$ cat config.mk
export PLATFORM = sky130hd
export DESIGN_NAME = conv_encoder_framed
export DESIGN_NICKNAME = d
export VERILOG_FILES = /design/src/rtl/encoder_fec_pkg.sv /design/src/rtl/conv_parity.sv /design/src/rtl/conv_encoder_framed.sv
export SDC_FILE = /design/constraint.sdc
export NUM_CORES = 1
export LEC_CHECK = 0
export CAP_MARGIN = 20
export CELL_PAD_IN_SITES_DETAIL_PLACEMENT = 0
export CELL_PAD_IN_SITES_GLOBAL_PLACEMENT = 1
export CORE_ASPECT_RATIO = 1.1
export CORE_MARGIN = 2
export CORE_UTILIZATION = 43
export DETAILED_ROUTE_END_ITERATION = 8
export GPL_TIMING_DRIVEN = 0
export HOLD_SLACK_MARGIN = 0.06
export PLACE_DENSITY_LB_ADDON = 0.1
export SLEW_MARGIN = 40
export SYNTH_ARGS = -nofsm -noshare
export SYNTH_HDL_FRONTEND = slang
export SYNTH_SLANG_ARGS = --single-unit
$ cat constraint.sdc
create_clock -name clk -period 2.5 [get_ports clk]
set_input_delay 0.375 -clock clk [delete_from_list [all_inputs] [get_ports clk]]
set_output_delay 0.375 -clock clk [all_outputs]
set_load 0.005 [all_outputs]
$ cat src/rtl/encoder_fec_pkg.sv
// Shared types and constants for the encoder_fec chain.
// Holds convolutional code config, rate selectors and FSM states.
package encoder_fec_pkg;

    typedef struct packed {
        logic [3:0] k;
        logic [8:0] g0;
        logic [8:0] g1;
    } conv_cfg_t;

    localparam logic ENC_RATE_1_2 = 1'b0;
    localparam logic ENC_RATE_2_3 = 1'b1;

    localparam logic [1:0] MASK_FULL  = 2'b11;
    localparam logic [1:0] MASK_PUNCT = 2'b01;

    typedef enum logic [1:0] {
        ENC_IDLE,
        ENC_DATA,
        ENC_TAIL
    } enc_state_e;

    function automatic logic [1:0] punct_mask(
        input logic rate,
        input logic phase
    );
        return (rate == ENC_RATE_2_3 && phase) ? MASK_PUNCT : MASK_FULL;
    endfunction

endpackage

$ cat src/rtl/conv_parity.sv
// Combinational parity taps of the convolutional code.
// v[K-1] is the current input bit, lower bits the history.
module conv_parity #(
    parameter int K = 7
) (
    input  logic [K-1:0] v,
    input  logic [K-1:0] g0,
    input  logic [K-1:0] g1,
    output logic         c0,
    output logic         c1
);

    assign c0 = ^(v & g0);
    assign c1 = ^(v & g1);

endmodule

$ cat src/rtl/conv_encoder_framed.sv
// Frame-based rate-1/2 convolutional encoder with optional 2/3
// puncturing, zero-tail termination and a single-entry output slot.
module conv_encoder_framed
    import encoder_fec_pkg::*;
#(
    parameter int             K         = 7,
    parameter logic [K-1:0]   G0        = 7'o171,
    parameter logic [K-1:0]   G1        = 7'o133,
    parameter int             FRAME_LEN = 64
) (
    input  logic       clk,
    input  logic       rst_n,
    input  logic       en,
    input  logic       rate_sel,
    input  logic       in_valid,
    output logic       in_ready,
    input  logic       in_bit,
    input  logic       in_last,
    output logic       out_valid,
    input  logic       out_ready,
    output logic [1:0] out_sym,
    output logic [1:0] out_mask,
    output logic       out_last,
    output logic       frame_err
);

    localparam conv_cfg_t CFG = '{k: 4'(K), g0: 9'(G0), g1: 9'(G1)};
    localparam int CW = $clog2(FRAME_LEN);
    localparam int TW = $clog2(K);
    localparam logic [CW-1:0] LAST_IDX = CW'(FRAME_LEN - 1);
    localparam logic [TW-1:0] TAIL_N   = TW'(CFG.k - 4'd1);

    enc_state_e    state, state_d;
    logic [K-2:0]  sr, sr_d;
    logic [CW-1:0] bit_cnt, bit_cnt_d;
    logic [TW-1:0] tail_cnt, tail_cnt_d;
    logic          phase, phase_d;
    logic          rate_q, rate_d;

    logic          slot_free;
    logic          accept;
    logic          tail_go;
    logic          load;
    logic          u;
    logic [K-1:0]  v;
    logic          c0, c1;
    logic [1:0]    mask_d;
    logic          last_d;
    logic          ferr_d;

    assign slot_free = !out_valid || out_ready;
    // Ready is gated by reset so the port reads 0 while rst_n is held.
    assign in_ready  = rst_n && en && (state != ENC_TAIL) && slot_free;
    assign accept    = in_valid && in_ready;
    assign tail_go   = (state == ENC_TAIL) && slot_free && en;
    assign load      = accept || tail_go;
    assign u         = (state == ENC_TAIL) ? 1'b0 : in_bit;
    assign v         = {u, sr};

    conv_parity #(
        .K (K)
    ) u_parity (
        .v  (v),
        .g0 (CFG.g0[K-1:0]),
        .g1 (CFG.g1[K-1:0]),
        .c0 (c0),
        .c1 (c1)
    );

    always_comb begin
        state_d    = state;
        sr_d       = sr;
        bit_cnt_d  = bit_cnt;
        tail_cnt_d = tail_cnt;
        phase_d    = phase;
        rate_d     = rate_q;
        mask_d     = MASK_FULL;
        last_d     = 1'b0;
        ferr_d     = 1'b0;

        unique case (state)
            ENC_IDLE: begin
                if (accept) begin
                    rate_d    = rate_sel;
                    bit_cnt_d = CW'(1);
                    phase_d   = (rate_sel == ENC_RATE_2_3);
                    sr_d      = v[K-1:1];
                    if (in_last) begin
                        state_d    = ENC_TAIL;
                        tail_cnt_d = TAIL_N;
                    end else begin
                        state_d = ENC_DATA;
                    end
                end
            end
            ENC_DATA: begin
                if (accept) begin
                    mask_d    = punct_mask(rate_q, phase);
                    phase_d   = (rate_q == ENC_RATE_2_3) && !phase;
                    sr_d      = v[K-1:1];
                    bit_cnt_d = bit_cnt + CW'(1);
                    if (in_last || bit_cnt == LAST_IDX) begin
                        state_d    = ENC_TAIL;
                        tail_cnt_d = TAIL_N;
                        ferr_d     = !in_last;
                    end
                end
            end
            ENC_TAIL: begin
                if (tail_go) begin
                    sr_d       = v[K-1:1];
                    tail_cnt_d = tail_cnt - TW'(1);
                    if (tail_cnt == TW'(1)) begin
                        last_d    = 1'b1;
                        state_d   = ENC_IDLE;
                        sr_d      = '0;
                        bit_cnt_d = '0;
                        phase_d   = 1'b0;
                    end
                end
            end
            default: state_d = ENC_IDLE;
        endcase
    end

    always_ff @(posedge clk or negedge rst_n) begin
        if (!rst_n) begin
            state     <= ENC_IDLE;
            sr        <= '0;
            bit_cnt   <= '0;
            tail_cnt  <= '0;
            phase     <= 1'b0;
            rate_q    <= ENC_RATE_1_2;
            out_valid <= 1'b0;
            out_sym   <= 2'b00;
            out_mask  <= 2'b00;
            out_last  <= 1'b0;
            frame_err <= 1'b0;
        end else begin
            state     <= state_d;
            sr        <= sr_d;
            bit_cnt   <= bit_cnt_d;
            tail_cnt  <= tail_cnt_d;
            phase     <= phase_d;
            rate_q    <= rate_d;
            frame_err <= ferr_d;
            if (load) begin
                out_valid <= 1'b1;
                out_sym   <= {c1, c0};
                out_mask  <= mask_d;
                out_last  <= last_d;
            end else if (out_ready) begin
                out_valid <= 1'b0;
            end
        end
    end

endmodule

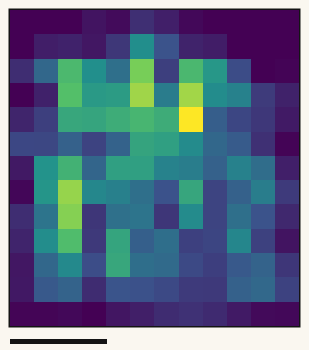
Figure 1: run 1, wire density map.
Scale bar: 20 um. The die is cut into 12 by 13 equal tiles; dark purple is low, yellow is high, scaled to the fullest tile. Values are wire area over tile area, all layers added.
- fullest tile: 0.41
- densest ninth of the die: middle
- mean over tiles: 0.12

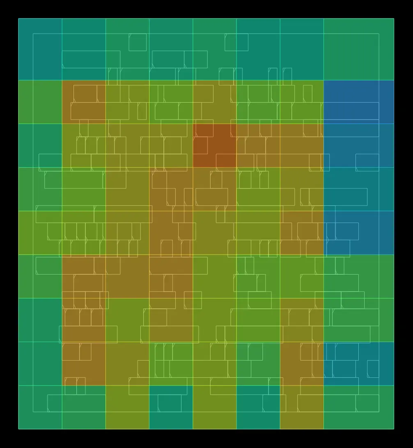
Figure 2: run 1, routing congestion map.
GRT Overall Usage: 0.173
GR met1 Demand/Resource: 0.205
grt met3 use: 0.0279
GR peak layer: met2
met2 GRT Util: 0.306

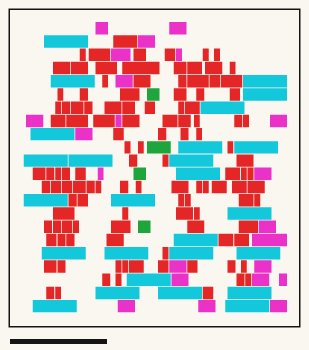
Figure 3: run 1, cells colored by class.
Scale bar: 20 um.
- clock drivers and dummy loads: green (cells 4; share of their area 2.2%)
- sequential cells: cyan (cells 26; share of their area 39%)
- remaining buffers and delay cells: magenta (cells 22; share of their area 12%)
- combinational and other logic: red (cells 117; share of their area 47%)
Core Region: 0.00328 sq mm
num rows: 22
Core Util, Final: 0.524
sequential share of cell area: 0.379
post-route cell area: 0.00172 sq mm

==> impl_metrics.ini, run 1 <==
; implementation run metrics
[outcome]
status = finished, final reports clean

[worst_setup_path]
cp_cell_sequence = inv_1 > ha_1 > buf_6 > nor2b_4 > and3_2 > clkdlybuf4s50_1
slowest_stage = clkdlybuf4s50_1
path_delay_family = buffers and inverters
critPathBufInv = 3
crit_path_max_fanout = 10
crit_end = in_ready
worst_setup_path_end_kind = primary output
path_depth = 6
worst_path_largest_cell_delay_ps = 490
r2r_cells = 8
reg2reg_from = state[0]$_DFFE_PN0P_
crit_path_start = state[0]$_DFFE_PN0P_
r2r_end = tail_cnt[2]$_DFFE_PN0P_
arrival_ps = 1940
crit_type = flip-flop to primary output
ff2ff_setup_slack_ps = 340

[final_timing]
rsz0062_at_grt = no
min_period_ps = 2320
timing.final.ws_setup_ps = 184
fin_crit_sh = 0.926
timing.fmax_ghz = 0.432
setup-violations-final = 0
slew_violations = 0
final-hold-violation-count = 0
whs_ps = 481
worst_pin_slew_ps = 606
max_slew_margin = 0.596
fin_tns_setup_ps = 0

[routing]
drc = 0
ant_nets = 0
drt_iter0_markers = 37
vias = 1098
wl_met1_mm = 1.35
top_layer = met4
wl_met2_mm = 1.46
routed_wl_mm = 2.93
wire_per_inst_um = 14.3
wl_met3_um = 74
routed_via_density = 5.36
firstDrtPassIters = 4

[layout]
logic_area_sq_um = 738
nFlopsAndLatches = 26
n_antenna_cell = 0
signal_buffers = 22
nFillCells = 315
comb_share = 0.430
clock_area_frac = 0.0211
clock_buffers = 4
inv_count = 11
register_area_sq_um = 651
area_dominant_class = combinational gates
buf_share = 0.120
final_cell_mix = dfrtp_1, nand2_1, clkdlybuf4s50_1, inv_1, o21ai_0
num-multi-input-gates = 106
drive_above_1_share = 0.118
top_regs = bit_cnt: 6 flops, sr: 6 flops, tail_cnt: 3 flops
fin_cells = 205
final_common_cell = dfrtp_1

[floorplan]
ioPinCount = 16
die-width_um = 59.4
taps = 36
die_y_um = 65.0
fp_util = 0.443

[logic_synthesis]
ys_seq_frac = 0.448
flop_cell = dfrtp_1
synthXorXnorAreaFrac = 0.0301
synth_cells = 147
netlist_top_cells_count = dfrtp_1, nand2_1, inv_1, o21ai_0, mux2i_1
yosysTopAreaCellShare = 0.448
syn_area_per_cell_sq_um = 9.88
yosysMostFrequentCell = dfrtp_1
ys_warn_count = 0
yosys.area_share.adder = 0.0603
synth_stat.cells = 147
topCombFamilyByArea = simple AND/OR/NAND/NOR gates
top_area_cell = dfrtp_1
ys_chip_area_sq_mm = 0.00145
syn-num-nets = 162
synth-seq-cells = 26
yosysUniqueCellTypes = 40
synth-simple-area-share = 0.202
ys_async_sr_fraction = 1.00
edf_count = 0

[cts]
clkTransAtPathRegs_ps = 150
cts_buffers = 3
cts_buffer_depth = 2
worstSkewPairLatency_ps = 330
cts_resized = 0
cts_max_level = 1
cts_setup_buffers = 0
clockRootBuffer = clkbuf_4
holdBufCountCts = 2

[placement]
dp_cells = 198
place.gp.congestion = 0.762
place_area_sq_mm = 0.00164
io_buffer_count = 15

[pwr]
powerDensity_mw_per_mm2 = 1060
finalPower_mw = 1.81
p_seq_mw = 0.656
peakVddDrop_uv = 446
intPower_mw = 1.09
pwr-share-comb = 0.518
seqPwrFrac = 0.361
p_clk_frac = 0.120
pg_clk_mw = 0.219
p_sw_mw = 0.724
leakagePower_nw = 0.780
powerComb_mw = 0.940
swShare = 0.399

[global_route]
grt_pass1_vias = 1136
grt_pass1_wl_mm = 5.04
grt_max_degree = 27
antenna_found_initial = 0
gr-total-overflow = 0

[flow_run]
max_cap_viol_count = 0
log.warning_count = 30

[worst_hold_path]
min_path_type = flip-flop to flip-flop
whs_path_depth = 1
Figure 4. Port wiring (run 1).
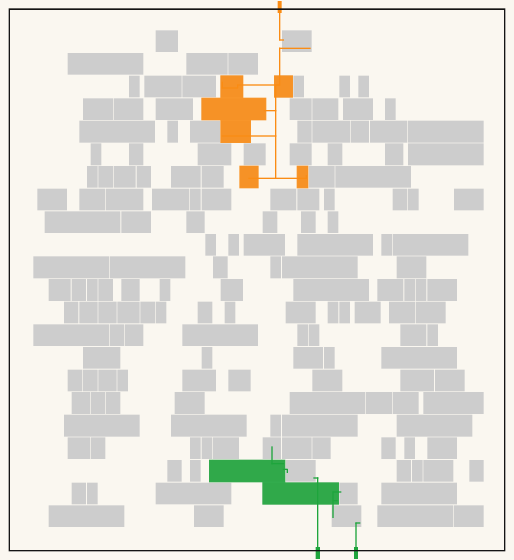

==> run 1 -> run 2 <==
==> constraint.sdc (replaced) <==
create_clock -name clk -period 2.5 [get_ports clk]
set_input_delay 0.25 -clock clk [delete_from_list [all_inputs] [get_ports clk]]
set_output_delay 0.25 -clock clk [all_outputs]
set_load 0.005 [all_outputs]
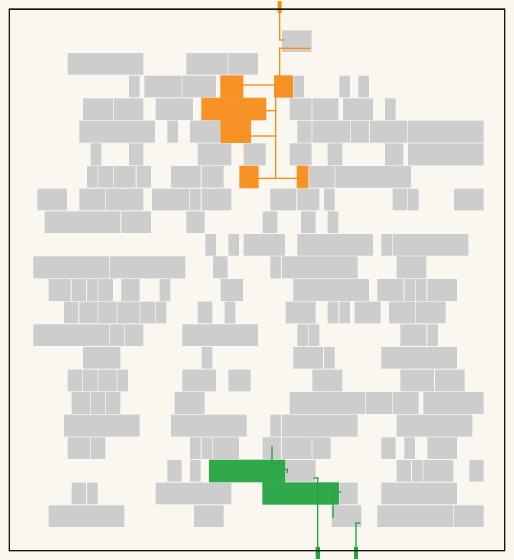
Figure 5: run 2, port wiring.
- `en`: orange (bits 1; direction input; edge top; end cells 6; buffers 1; wire 46.6 um)
- `out_mask`: green (bits 2; direction output; edge bottom; end cells 2; buffers 2; wire 20.8 um)

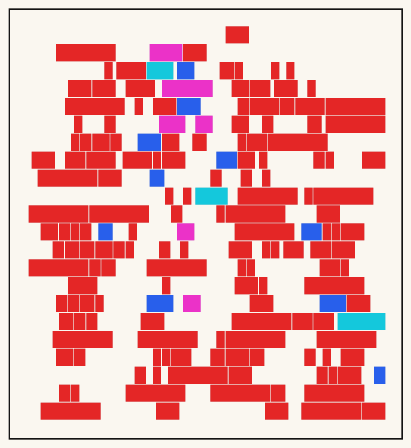
Figure 6: run 2, sizing map.
- _6 and larger: cyan (cells 3; share 1.8%)
- _3 and _4 cells: magenta (cells 6; share 3.6%)
- _0 and _1 cells: red (cells 149; share 89%)
- _2 cells: blue (cells 10; share 6.0%)
bufs w/o clock: 21
worst setup margin: 219 ps
post-route cell area: 0.00171 sq mm

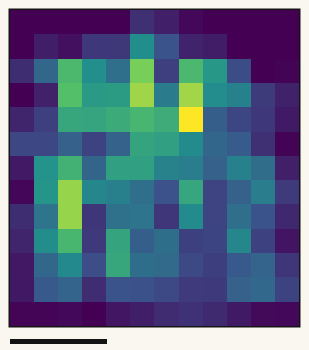
Figure 7: run 2, wire density map.
Scale bar: 20 um. The die is cut into 12 by 13 equal tiles; dark purple is low, yellow is high, scaled to the fullest tile. Values are wire area over tile area, all layers added.
- densest ninth of the die: middle
- nearly empty tiles: 14%
- mean over tiles: 0.12
- tiles over half the peak: 18%
- emptiest ninth of the die: top right

==> impl_metrics.ini, run 2 <==
; implementation run metrics
[floorplan]
fp_util = 0.443
ioPinCount = 16
die_y_um = 65.0
rows = 22
design.core.area_sq_mm = 0.00328

[logic_synthesis]
syn-num-nets = 162
synth_stat.cells = 147
top_area_cell = dfrtp_1
yosysMostFrequentCell = dfrtp_1
synth_cells = 147
flop_cell = dfrtp_1
ys_seq_frac = 0.448
synthXorXnorAreaFrac = 0.0301
topCombFamilyByArea = simple AND/OR/NAND/NOR gates
yosysUniqueCellTypes = 40
edf_count = 0

[cts]
worstSkewPairLatency_ps = 330
holdBufCountCts = 2
cts_buffers = 3
cts_setup_buffers = 0
cts_resized = 0
cts_max_level = 1
clkTransAtPathRegs_ps = 150
cts_buffer_depth = 2

[placement]
io_buffer_count = 15
place.gp.congestion = 0.762
place_area_sq_mm = 0.00164

[routing]
wire_per_inst_um = 14.3
firstDrtPassIters = 4
routed_via_density = 5.36
wl_met1_mm = 1.35
ant_nets = 0
vias = 1093
drc = 0
wl_met2_mm = 1.45
drt_iter0_markers = 38

[worst_setup_path]
worst_path_largest_cell_delay_ps = 490
cp_cell_sequence = inv_1 > ha_1 > buf_6 > nor2b_4 > and3_2 > clkdlybuf4s50_1
path_delay_family = buffers and inverters
arrival_ps = 2030
r2r_end = tail_cnt[2]$_DFFE_PN0P_
crit_end = in_ready
reg2reg_from = state[0]$_DFFE_PN0P_
ff2ff_setup_slack_ps = 250
crit_path_max_fanout = 10
path_depth = 6
slowest_stage = clkdlybuf4s50_1

[pwr]
pg_clk_mw = 0.219
seqPwrFrac = 0.366
powerDensity_mw_per_mm2 = 1060
peakVddDrop_uv = 446
p_clk_frac = 0.121
finalPower_mw = 1.81
p_seq_mw = 0.660
pwr-share-comb = 0.513

[layout]
final_common_cell = dfrtp_1
buf_share = 0.116
inv_count = 11
clock_buffers = 4
top_regs = bit_cnt: 6 flops, sr: 6 flops, tail_cnt: 3 flops
area_dominant_class = combinational gates
n_antenna_cell = 0
nFillCells = 315
num-multi-input-gates = 106
comb_share = 0.432
register_area_sq_um = 651
seq-cell-share = 0.381
final_cell_mix = dfrtp_1, nand2_1, clkdlybuf4s50_1, inv_1, o21ai_0
drive_above_1_share = 0.113
nFlopsAndLatches = 26

[global_route]
gr-total-overflow = 0
grt_util_met3 = 0.0279
grt_pass1_vias = 1136
antenna_found_initial = 0
met2_usage = 0.306
top_usage_layer = met2
grt_max_degree = 27
grt_pass1_wl_mm = 5.04
met1_usage = 0.205

[worst_hold_path]
min_path_type = input pin to asynchronous set/reset pin

[flow_run]
log.warning_count = 30
max_cap_viol_count = 0

[final_timing]
max_slew_margin = 0.596
fin_crit_sh = 0.912
setup-violations-final = 0
min_period_ps = 2280
fin_tns_setup_ps = 0
worst_pin_slew_ps = 606

[outcome]
status = finished, final reports clean
Power is estimated from default activity; no workload was simulated.
